<file path="src/rtl/instr_prefetch.sv">
// Instruction prefetch: drives a word-aligned fetch address into the ROM every cycle and
// buffers {pc, instr, misaligned} in a FIFO for decode. FETCH_PERF_CNT_EN adds stall/redirect counters.
module instr_prefetch #(
    parameter int                    ADDR_WIDTH = 15,
    parameter int                    DEPTH      = 4,
    parameter logic [ADDR_WIDTH-1:0] RESET_PC   = '0
) (
    input  logic                  clk,
    input  logic                  rst_n,
    input  logic                  redirect_valid,
    input  logic [ADDR_WIDTH-1:0] redirect_pc,
    output logic [ADDR_WIDTH-1:0] rom_addr,
    input  logic [31:0]           rom_rdata,
    output logic                  out_valid,
    input  logic                  out_ready,
    output logic [31:0]           out_instr,
    output logic [ADDR_WIDTH-1:0] out_pc,
`ifdef FETCH_PERF_CNT_EN
    output logic [31:0]           perf_stall_cycles,
    output logic [31:0]           perf_redirects,
`endif
    output logic                  out_misaligned
);

    localparam int               PTR_W      = $clog2(DEPTH);
    localparam int               CNT_W      = PTR_W + 1;
    localparam logic [CNT_W-1:0] FULL_COUNT = CNT_W'(DEPTH);

    typedef struct packed {
        logic [ADDR_WIDTH-1:0] pc;
        logic [31:0]           instr;
        logic                  misaligned;
    } entry_t;

    logic [ADDR_WIDTH-1:0] pc_q, pc_d;
    entry_t                mem_q [DEPTH];
    entry_t                mem_d [DEPTH];
    logic [PTR_W-1:0]      rd_ptr_q, rd_ptr_d;
    logic [PTR_W-1:0]      wr_ptr_q, wr_ptr_d;
    logic [CNT_W-1:0]      count_q, count_d;
    logic                  pop;
    logic                  push;
    entry_t                head;

    assign head           = mem_q[rd_ptr_q];
    assign rom_addr       = pc_q;
    assign out_valid      = (count_q != '0);
    assign out_instr      = head.instr;
    assign out_pc         = head.pc;
    assign out_misaligned = head.misaligned;

    always_comb begin
        // NOTE: every signal assigned here gets a default first, so no path can infer a latch.
        pc_d     = pc_q;
        mem_d    = mem_q;
        rd_ptr_d = rd_ptr_q;
        wr_ptr_d = wr_ptr_q;
        count_d  = count_q;
        pop      = 1'b0;
        push     = 1'b0;

        if (redirect_valid) begin
            // Redirect discards everything, including a handshake decode thought it completed.
            pc_d     = redirect_pc;
            rd_ptr_d = '0;
            wr_ptr_d = '0;
            count_d  = '0;
        end else begin
            pop  = out_valid & out_ready;
            push = (count_q != FULL_COUNT) | pop;
            if (push) begin
                mem_d[wr_ptr_q] = '{pc: pc_q, instr: rom_rdata, misaligned: (pc_q[1:0] != 2'b00)};
                wr_ptr_d        = wr_ptr_q + PTR_W'(1);
                pc_d            = {pc_q[ADDR_WIDTH-1:2], 2'b00} + ADDR_WIDTH'(4);
            end
            if (pop) begin
                rd_ptr_d = rd_ptr_q + PTR_W'(1);
            end
            count_d = count_q + CNT_W'(push) - CNT_W'(pop);
        end
    end

    always_ff @(posedge clk or negedge rst_n) begin
        if (!rst_n) begin
            pc_q     <= RESET_PC;
            rd_ptr_q <= '0;
            wr_ptr_q <= '0;
            count_q  <= '0;
            // NOTE: storage is reset so the head outputs read as zero straight out of reset.
            for (int i = 0; i < DEPTH; i++) begin
                mem_q[i] <= '0;
            end
        end else begin
            // NOTE: sequential state uses non-blocking assignments only.
            pc_q     <= pc_d;
            rd_ptr_q <= rd_ptr_d;
            wr_ptr_q <= wr_ptr_d;
            count_q  <= count_d;
            mem_q    <= mem_d;
        end
    end

`ifdef FETCH_PERF_CNT_EN
    logic [31:0] perf_stall_q, perf_stall_d;
    logic [31:0] perf_redir_q, perf_redir_d;

    always_comb begin
        perf_stall_d = perf_stall_q;
        perf_redir_d = perf_redir_q;
        if (out_valid && !out_ready && (perf_stall_q != '1)) begin
            perf_stall_d = perf_stall_q + 32'd1;
        end
        if (redirect_valid && (perf_redir_q != '1)) begin
            perf_redir_d = perf_redir_q + 32'd1;
        end
    end

    always_ff @(posedge clk or negedge rst_n) begin
        if (!rst_n) begin
            perf_stall_q <= '0;
            perf_redir_q <= '0;
        end else begin
            perf_stall_q <= perf_stall_d;
            perf_redir_q <= perf_redir_d;
        end
    end

    assign perf_stall_cycles = perf_stall_q;
    assign perf_redirects    = perf_redir_q;
`endif

endmodule

</file>
<file path="config.mk">
export PLATFORM = sky130hd
export DESIGN_NAME = instr_prefetch
export DESIGN_NICKNAME = d
export VERILOG_FILES = /design/src/rtl/instr_prefetch.sv
export SDC_FILE = /design/constraint.sdc
export NUM_CORES = 1
export LEC_CHECK = 0
export CORE_ASPECT_RATIO = 0.6
export CORE_MARGIN = 2
export CORE_UTILIZATION = 42
export DETAILED_ROUTE_END_ITERATION = 8
export GPL_TIMING_DRIVEN = 1
export HOLD_SLACK_MARGIN = 0.02
export PLACE_DENSITY = 0.59
export SLEW_MARGIN = 20
export SYNTH_ARGS = -nofsm -noshare
export SYNTH_HDL_FRONTEND = slang
export SYNTH_SLANG_ARGS = --single-unit
</file>
<file path="constraint.sdc">
create_clock -name clk -period 2.3 [get_ports clk]
set_input_delay 0.46 -clock clk [delete_from_list [all_inputs] [get_ports clk]]
set_output_delay 0.46 -clock clk [all_outputs]
set_load 0.02 [all_outputs]
</file>
met2.png
Drawn at 2 px/µm.
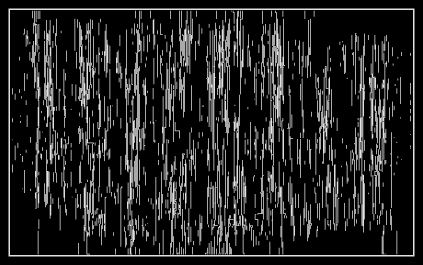
share of all routed wire	46%
wire length on this layer	10200 µm
longest straight run	59.5 µm
nets with wire on the layer	747
main direction	vertical
met2 Use GR: 29.3%
vias post-DR: 5575

zoom.png
Window x 88 to 113, y 49 to 74 µm. Cells in gray, sequential cells in the stronger gray; small squares are vias.
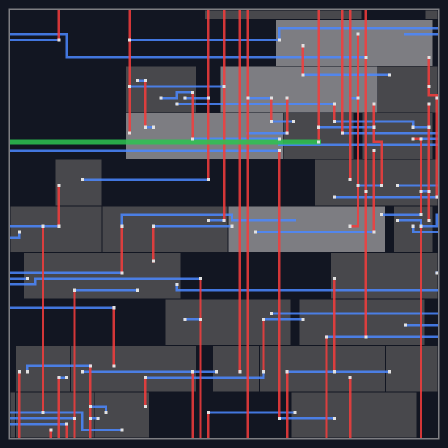
color	layer
green	met3
blue	met1
red	met2
cells with their middle in the window	24
most frequent	buf_12 (8), mux2_2 (4), dfrtp_1 (4)
netlist names of flops here include	`mem_q` (4)
sequential cells in the window	4

drive_strength.png
Drawn at 3 px/µm.
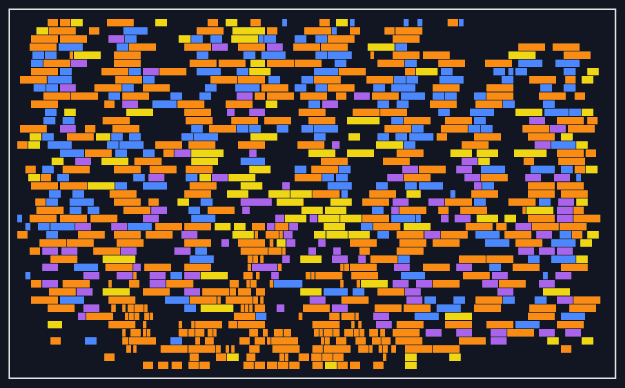
color	size	cells
purple	drive 3 to 4	106
orange	drive 1 or less	383
yellow	drive 6 and up	92
blue	drive 2	182
Non-clock buffers: 163
cell area after layout: 0.0126 mm²
Area growth syn-to-layout: 27.8%
post-route worst setup slack: -150 ps

registers.png
Drawn at 2 px/µm. Other sequential cells in the stronger gray, the rest of the logic in the fainter gray.
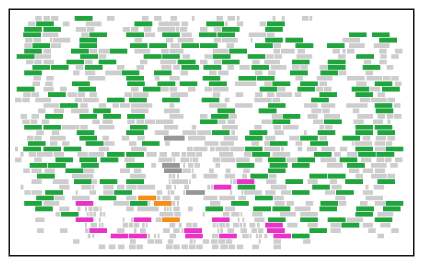
color	signal	sequential cells
magenta	`rom_addr`	15
green	`mem_q`	192
orange	`count_q`	3
Flop+latch power: 0.00657 W
Util after Layout: 54.6%
Storage cell area: 0.00536 mm²
sequential share of cell area: 42.6%

==> flow_summary.ini <==
; flow metrics
[critical_path]
worstReg2RegStart = count_q[1]
required_ps = 1840
r2r_end = count_q[2]
path_common_cell = buf_12
worstPathCellList = buf_12, buf_12, mux4_2, buf_2
slowest_stage = dfrtp_4

[yosys]
syn_nets = 659
synth.distinct_cells = 33
yosysWarnings = 0
ys_sh_adder_pct = 0.967

[clock_tree]
post_cts_buffers = 2
cts_max_level = 1
cts_tree = done
root_buffer = clkbuf_16
postCtsResizedCells = 182

[pwr]
leakage_nw = 5.37

[routing]
wl_met2_um = 10200
wl_per_cell_um = 20.6
wl_met3_um = 1060

[run_status]
violations = negative setup slack
status = finished, violations left

[global_routing]
overflow = 0

[timing]
layout_setup_ws_ps = -150
setup_viol = 48
period_minus_slack_ps = 2450
period_used_pct = 107

[layout]
instances_no_fill = 1078
nNonClkInverters = 6
layout-drive-gt1-share_pct = 49.8
logic_gate_count = 343

[floorplanning]
die_area_mm2 = 0.0247
nWellTaps = 315

[run]
maxCapViolations = 0
warnings = 31
-- placed cells by master (no fill, tap or decap), drive strengths merged, types with 2 or more instances in the layout --
cell type and n:
dfrtp 214, mux2 193, buf 90, clkdlybuf4s50 64, mux4 48, clkbuf 32, nand2 24, nor2 14
o21ai 11, xnor2 8, inv 7, nand3 6, ha 6, bufinv 6, xor2 5, and2 4
nor3 4, nand4 3, clkdlybuf4s15 3, nor4b 3, mux2i 2, a311o 2, clkinv 2
-- per-stage QoR --
stage | area (µm²) | utilization [%] | setup slack (ps) | setup TNS (ps)
after floorplan | 9840 | - | 497 | 0
after global placement | 11600 | 50.4 | 25.0 | 0
after CTS | 12300 | 53.3 | -236 | -4900
final | 12600 | 54.6 | -150 | -4700
after global routing | 12600 | 54.6 | -202 | -7190
after detailed placement | 11600 | 50.4 | -9.79 | -38.6
Power figures rest on the tool's default switching activity, not on a simulated workload.
